File: src/rtl/countdown_timer_pkg.sv
// clock_pkg: definitions shared by the clock counter chain and the countdown timer.
//   state_t     - countdown timer state machine encoding
//   FIELD_W     - width of a minutes or seconds field
//   SEC_MAX     - largest seconds value (modulus 60)
//   clamp_field - limits a preset field to a maximum value
package clock_pkg;

    localparam int FIELD_W = 6;
    localparam logic [FIELD_W-1:0] SEC_MAX = 6'd59;

    typedef enum logic [1:0] {
        IDLE    = 2'd0,
        RUN     = 2'd1,
        PAUSE   = 2'd2,
        EXPIRED = 2'd3
    } state_t;

    function automatic logic [FIELD_W-1:0] clamp_field(input logic [FIELD_W-1:0] v,
                                                       input logic [FIELD_W-1:0] lim);
        return (v > lim) ? lim : v;
    endfunction

endpackage

File: src/rtl/countdown_timer_if.sv
// countdown_timer_if: control and status bundle of the countdown timer.
//   tick, load, load_min, load_sec, start, stop : requests toward the timer
//   min, sec, running, borrow, done             : timer status
// modport master drives the requests, modport slave is the timer side.
interface countdown_timer_if;

    logic                          tick;
    logic                          load;
    logic [clock_pkg::FIELD_W-1:0] load_min;
    logic [clock_pkg::FIELD_W-1:0] load_sec;
    logic                          start;
    logic                          stop;
    logic [clock_pkg::FIELD_W-1:0] min;
    logic [clock_pkg::FIELD_W-1:0] sec;
    logic                          running;
    logic                          borrow;
    logic                          done;

    modport master (
        output tick, load, load_min, load_sec, start, stop,
        input  min, sec, running, borrow, done
    );

    modport slave (
        input  tick, load, load_min, load_sec, start, stop,
        output min, sec, running, borrow, done
    );

endinterface

File: src/rtl/countdown_timer_count_down_mod.sv
// count_down_mod: one down-counting digit of modulus MODULUS.
//   clk, reset_n : clock, async active-low reset
//   en           : decrement this cycle (wraps 0 -> MODULUS-1)
//   load         : load load_val (has priority over en)
//   q            : current value
//   borrow_out   : high while en is set and q is 0, i.e. the next digit must decrement
module count_down_mod
    import clock_pkg::*;
#(
    parameter int MODULUS = 60
) (
    input  logic               clk,
    input  logic               reset_n,
    input  logic               en,
    input  logic               load,
    input  logic [FIELD_W-1:0] load_val,
    output logic [FIELD_W-1:0] q,
    output logic               borrow_out
);

    localparam logic [FIELD_W-1:0] Q_TOP = FIELD_W'(MODULUS - 1);

    always_ff @(posedge clk or negedge reset_n) begin
        if (!reset_n) begin
            q <= '0;
        end else if (load) begin
            q <= load_val;
        end else if (en) begin
            q <= (q == '0) ? Q_TOP : q - FIELD_W'(1);
        end
    end

    assign borrow_out = en && (q == '0);

endmodule

File: src/rtl/countdown_timer.sv
// countdown_timer: minutes:seconds countdown with borrow chaining and a done pulse.
//   clk     : system clock
//   reset_n : async active-low reset
//   bus     : countdown_timer_if.slave (tick/load/presets/start/stop in,
//             min/sec/running/borrow/done out)
// Build option: COUNTDOWN_AUTORELOAD_EN reloads the last preset on expiry and keeps running.
//
// state   | meaning
// IDLE    | reset or freshly loaded, counters hold
// RUN     | decrement on each tick
// PAUSE   | stopped by the user, counters hold
// EXPIRED | reached 00:00, holds until the next load
module countdown_timer
    import clock_pkg::*;
#(
    parameter int MAX_MIN = 59
) (
    input  logic            clk,
    input  logic            reset_n,
    countdown_timer_if.slave bus
);

    localparam logic [FIELD_W-1:0] MIN_LIM = FIELD_W'(MAX_MIN);

`ifdef COUNTDOWN_AUTORELOAD_EN
    localparam bit AUTORELOAD = 1'b1;
`else
    localparam bit AUTORELOAD = 1'b0;
`endif

    state_t             state, state_nxt;
    logic [FIELD_W-1:0] sec_q, min_q;
    logic [FIELD_W-1:0] clamp_min, clamp_sec;
    logic [FIELD_W-1:0] sec_load_val, min_load_val;
    logic               sec_load, min_load;
    logic               nonzero, run_tick, final_step;
    logic               sec_borrow, min_borrow_unused;
    logic               borrow_q, done_q;

    assign clamp_min = clamp_field(bus.load_min, MIN_LIM);
    assign clamp_sec = clamp_field(bus.load_sec, SEC_MAX);

    assign nonzero = (min_q != '0) || (sec_q != '0);
    // load and stop both outrank a tick, so such a tick is simply lost
    assign run_tick = (state == RUN) && bus.tick && !bus.load && !bus.stop;
    // in RUN the count is never 00:00, so only x:01 with zero minutes reaches it
    assign final_step = run_tick && (min_q == '0) && (sec_q == FIELD_W'(1));

`ifdef COUNTDOWN_AUTORELOAD_EN
    logic [FIELD_W-1:0] preset_min, preset_sec;

    always_ff @(posedge clk or negedge reset_n) begin
        if (!reset_n) begin
            preset_min <= '0;
            preset_sec <= '0;
        end else if (bus.load) begin
            preset_min <= clamp_min;
            preset_sec <= clamp_sec;
        end
    end

    // the expiring step loads the stored preset instead of landing on 00:00
    assign sec_load     = bus.load || final_step;
    assign min_load     = bus.load || final_step;
    assign sec_load_val = bus.load ? clamp_sec : preset_sec;
    assign min_load_val = bus.load ? clamp_min : preset_min;
`else
    assign sec_load     = bus.load;
    assign min_load     = bus.load;
    assign sec_load_val = clamp_sec;
    assign min_load_val = clamp_min;
`endif

    count_down_mod #(.MODULUS(int'(SEC_MAX) + 1)) u_sec (
        .clk        (clk),
        .reset_n    (reset_n),
        .en         (run_tick),
        .load       (sec_load),
        .load_val   (sec_load_val),
        .q          (sec_q),
        .borrow_out (sec_borrow)
    );

    count_down_mod #(.MODULUS(MAX_MIN + 1)) u_min (
        .clk        (clk),
        .reset_n    (reset_n),
        .en         (sec_borrow),
        .load       (min_load),
        .load_val   (min_load_val),
        .q          (min_q),
        .borrow_out (min_borrow_unused)
    );

    always_ff @(posedge clk or negedge reset_n) begin
        if (!reset_n) begin
            state    <= IDLE;
            borrow_q <= 1'b0;
            done_q   <= 1'b0;
        end else begin
            state    <= state_nxt;
            borrow_q <= sec_borrow;
            done_q   <= final_step;
        end
    end

    always_comb begin
        state_nxt = state;
        if (bus.load) begin
            state_nxt = IDLE;
        end else begin
            case (state)
                RUN: begin
                    if (bus.stop) begin
                        state_nxt = PAUSE;
                    end else if (final_step && !AUTORELOAD) begin
                        state_nxt = EXPIRED;
                    end
                end
                // EXPIRED always holds 00:00 here, so only a load reopens it
                IDLE, PAUSE, EXPIRED: begin
                    if (bus.start && !bus.stop && nonzero) begin
                        state_nxt = RUN;
                    end
                end
                default: state_nxt = IDLE;
            endcase
        end
    end

    assign bus.min     = min_q;
    assign bus.sec     = sec_q;
    assign bus.running = (state == RUN);
    assign bus.borrow  = borrow_q;
    assign bus.done    = done_q;

endmodule

File: src/flat_wrapper.sv
// flat-port wrapper written by rule: the top's interface ports become plain ports
module countdown_timer_flat import clock_pkg::*;
#(
    parameter int MAX_MIN = 59
)
  (clk, reset_n, bus_tick, bus_load, bus_load_min, bus_load_sec, bus_start, bus_stop, bus_min, bus_sec, bus_running, bus_borrow, bus_done);
  countdown_timer_if bus_i ();
  input  logic clk;
  input  logic reset_n;
  input wire logic [$bits(bus_i.tick)-1:0] bus_tick;
  input wire logic [$bits(bus_i.load)-1:0] bus_load;
  input wire logic [$bits(bus_i.load_min)-1:0] bus_load_min;
  input wire logic [$bits(bus_i.load_sec)-1:0] bus_load_sec;
  input wire logic [$bits(bus_i.start)-1:0] bus_start;
  input wire logic [$bits(bus_i.stop)-1:0] bus_stop;
  output wire logic [$bits(bus_i.min)-1:0] bus_min;
  output wire logic [$bits(bus_i.sec)-1:0] bus_sec;
  output wire logic [$bits(bus_i.running)-1:0] bus_running;
  output wire logic [$bits(bus_i.borrow)-1:0] bus_borrow;
  output wire logic [$bits(bus_i.done)-1:0] bus_done;
  assign bus_i.tick = bus_tick;
  assign bus_i.load = bus_load;
  assign bus_i.load_min = bus_load_min;
  assign bus_i.load_sec = bus_load_sec;
  assign bus_i.start = bus_start;
  assign bus_i.stop = bus_stop;
  assign bus_min = bus_i.min;
  assign bus_sec = bus_i.sec;
  assign bus_running = bus_i.running;
  assign bus_borrow = bus_i.borrow;
  assign bus_done = bus_i.done;
  countdown_timer #(.MAX_MIN(MAX_MIN)) u_core (.clk(clk), .reset_n(reset_n), .bus(bus_i));
endmodule
File: config.mk
export PLATFORM = sky130hd
export DESIGN_NAME = countdown_timer_flat
export DESIGN_NICKNAME = d
export VERILOG_FILES = /design/src/rtl/countdown_timer_pkg.sv /design/src/rtl/countdown_timer_if.sv /design/src/rtl/countdown_timer_count_down_mod.sv /design/src/rtl/countdown_timer.sv /design/src/flat_wrapper.sv
export SDC_FILE = /design/constraint.sdc
export NUM_CORES = 1
export LEC_CHECK = 0
export ABC_AREA = 1
export CORE_UTILIZATION = 60
export CTS_CLUSTER_SIZE = 24
export DETAILED_ROUTE_END_ITERATION = 12
export DONT_BUFFER_PORTS = 1
export PLACE_DENSITY = 0.72
export SYNTH_ARGS = -nofsm -noshare
export SYNTH_HDL_FRONTEND = slang
export SYNTH_SLANG_ARGS = --single-unit
File: constraint.sdc
create_clock -name clk -period 3.1 [get_ports clk]
set_clock_uncertainty 0.05 [all_clocks]
set_input_delay 0.465 -clock clk [delete_from_list [all_inputs] [get_ports clk]]
set_output_delay 0.465 -clock clk [all_outputs]
set_load 0.02 [all_outputs]
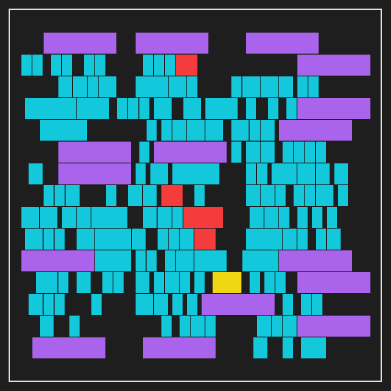
Fig. 1. Placed cells, one colour a class.
Drawn at 8 px/µm.
legend:
  remaining buffers and delay cells:
    colour: yellow
    cells: 1
    share_of_their_area: 0.83%
  remaining logic cells:
    colour: cyan
    cells: 145
    share_of_their_area: 63%
  clock drivers and dummy loads:
    colour: red
    cells: 4
    share_of_their_area: 3.0%
  sequential cells:
    colour: purple
    cells: 16
    share_of_their_area: 33%

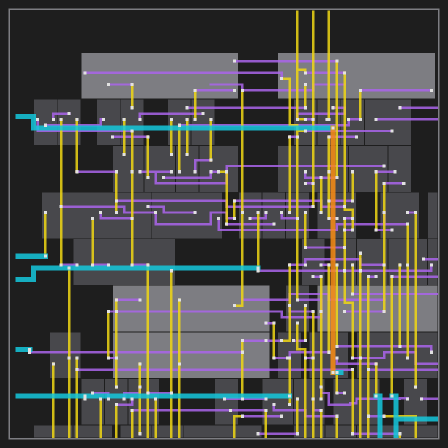
Fig. 2. Close-up of the layout.
Window x 0 to 25, y 21 to 46 µm. Cells in grey, sequential cells in the stronger grey; small squares are vias.
legend:
  M2:
    colour: yellow
  M4:
    colour: orange
  M1:
    colour: purple
  M3:
    colour: cyan
netlist names of flops here include: `u_core.state` (2), `u_core.u_sec.q` (2)
most frequent: nand2_1 (12), inv_1 (6)
cells with their middle in the window: 47
sequential cells in the window: 5

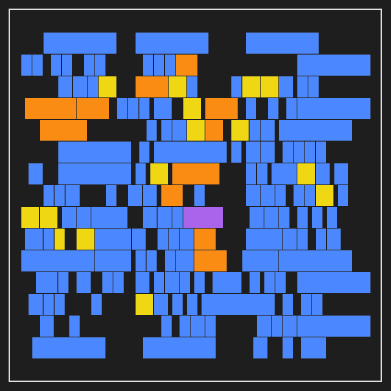
Fig. 3. Sizing map.
Drawn at 8 px/µm.
legend:
  x1 and smaller:
    colour: blue
    cells: 139
    share: 84%
    most_used: nand2_1
  x3 and x4:
    colour: orange
    cells: 11
    share: 6.6%
  x6 and larger:
    colour: purple
    cells: 1
    share: 0.60%
    most_used: clkbuf_8
  x2:
    colour: yellow
    cells: 15
    share: 9.0%
    most_used: or2_2

==> impl_metrics.yaml <==
# physical design summary
pwr:
  p_switching_mw: 0.285
  p_total_mw: 0.678
  intPower_mw: 0.393
  leakage_nw: 0.619
  p_comb_share_pct: 31.3
  p_comb_mw: 0.212
floorplanning:
  io-pin-count: 33
  initial_utilization_pct: 66.1
worst_setup_path:
  crit_type: "reg2reg"
  r2r-end: "u_core.state[0]"
drt:
  drc: 0
  ant_nets: 0
  firstDrtPassIters: 5
run_status:
  status: "finished clean"
cts:
  clkTransAtPathRegs_ns: 0.10
final_timing:
  worst_pin_slew_ns: 0.747
  max_freq_mhz: 615
layout:
  area_growth_pct: 4.99
yosys:
  logic_family: "simple AND/OR/NAND/NOR gates"
min_path:
  hp-start: "bus_load"
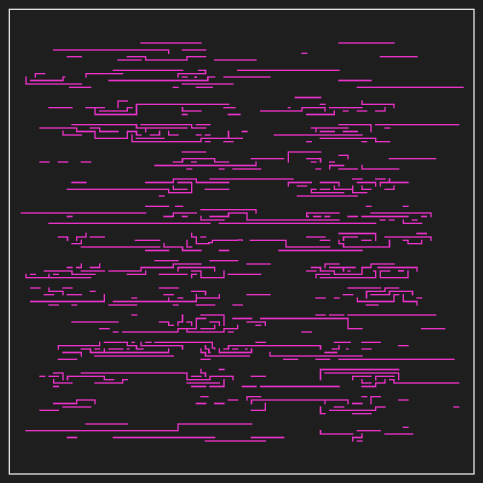
Fig. 4. Signal wires on met1.
Drawn at 10 px/µm.
main direction: horizontal
longest straight run: 16.1 µm
total wire length: 2.48 mm
vias: 1064
met1 Usage GRT: 32.2%

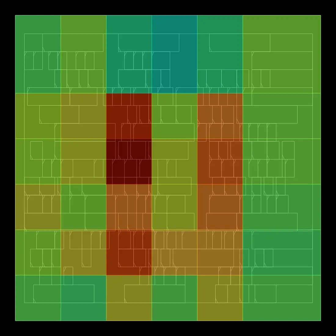
Fig. 5. Congestion heat map.
GRT Max-Usage Layer: met2
M3 GR Usage: 5.88%
Routed WL per cell: 13.0 µm
GRT Util Overall: 26.6%
Final Core Density: 69.4%

[cell families (layout without fill, tap and decap cells)]
| group | after synthesis | after routing |
|---|---|---|
| simple gates | 101 | 101 |
| flops | 16 | 16 |
| compound gates | 18 | 18 |
| buf+inv | 21 | 24 |
| xor+xnor | 2 | 2 |
| fa+ha+maj | 5 | 5 |
[synthesized netlist by cell type (all sizes together)]
cell and count:
nand2 54, nand3 21, or2 8, dfrtp 16
o21ai 14, inv 19, ha 5, a21oi 3
xnor2 1, xor2 1, o211ai 1, nor2 15
nor4 1, nand4 2, buf 2
[worst max-delay path, stage by stage (launching register included)]
cell and delay (ns):
dfrtp_1 0.52, inv_1 0.13, ha_1 0.20, nand2_2 0.08
nor2_2 0.20, nand2_1 0.08, nand2_1 0.06, nand2_1 0.07
nand3_1 0.09, nand2_1 0.06
[what timing repair did]
| item | 4_1_cts | 5_1_grt |
|---|---|---|
| setup buffers | 0 | 0 |
| hold buffers | 1 | 0 |
| endpoints found under the hold margin | 16 | 0 |
[final cells by class]
class	count	area (µm²)
multi-input cells	126	686
fillers	160	546
repair buffers	1	10.0
clock buffers	4	36.3
inverters	19	73.8
well taps	25	31.3
flip-flops and latches	16	400
[per-stage QoR]
step                      hold WS, ns  area, µm²
final                           0.284       1240
after global routing            0.268       1240
after CTS                       0.278       1240
after detailed placement        0.120       1190
after global placement          0.120       1190
after floorplan                 0.119       1180
[layer usage]
metal | up-vias | GRT usage, % | wire length [µm]
met3 | 2 | 5.88 | 157
met2 | 42 | 45.3 | 1260
met4 | 0 | 9.41 | 14
met5 | - | 0 | 0
li1 | 529 | - | -
met1 | 491 | 32.2 | 1050
[registers in the layout (all words and copies together) (netlist names)]
register           cells
u_core.u_min.q         6
u_core.u_sec.q         6
u_core.state           2
u_core.bus.borrow      1
u_core.bus.done        1
No activity file was given, so power comes from the tool's default toggle rates.
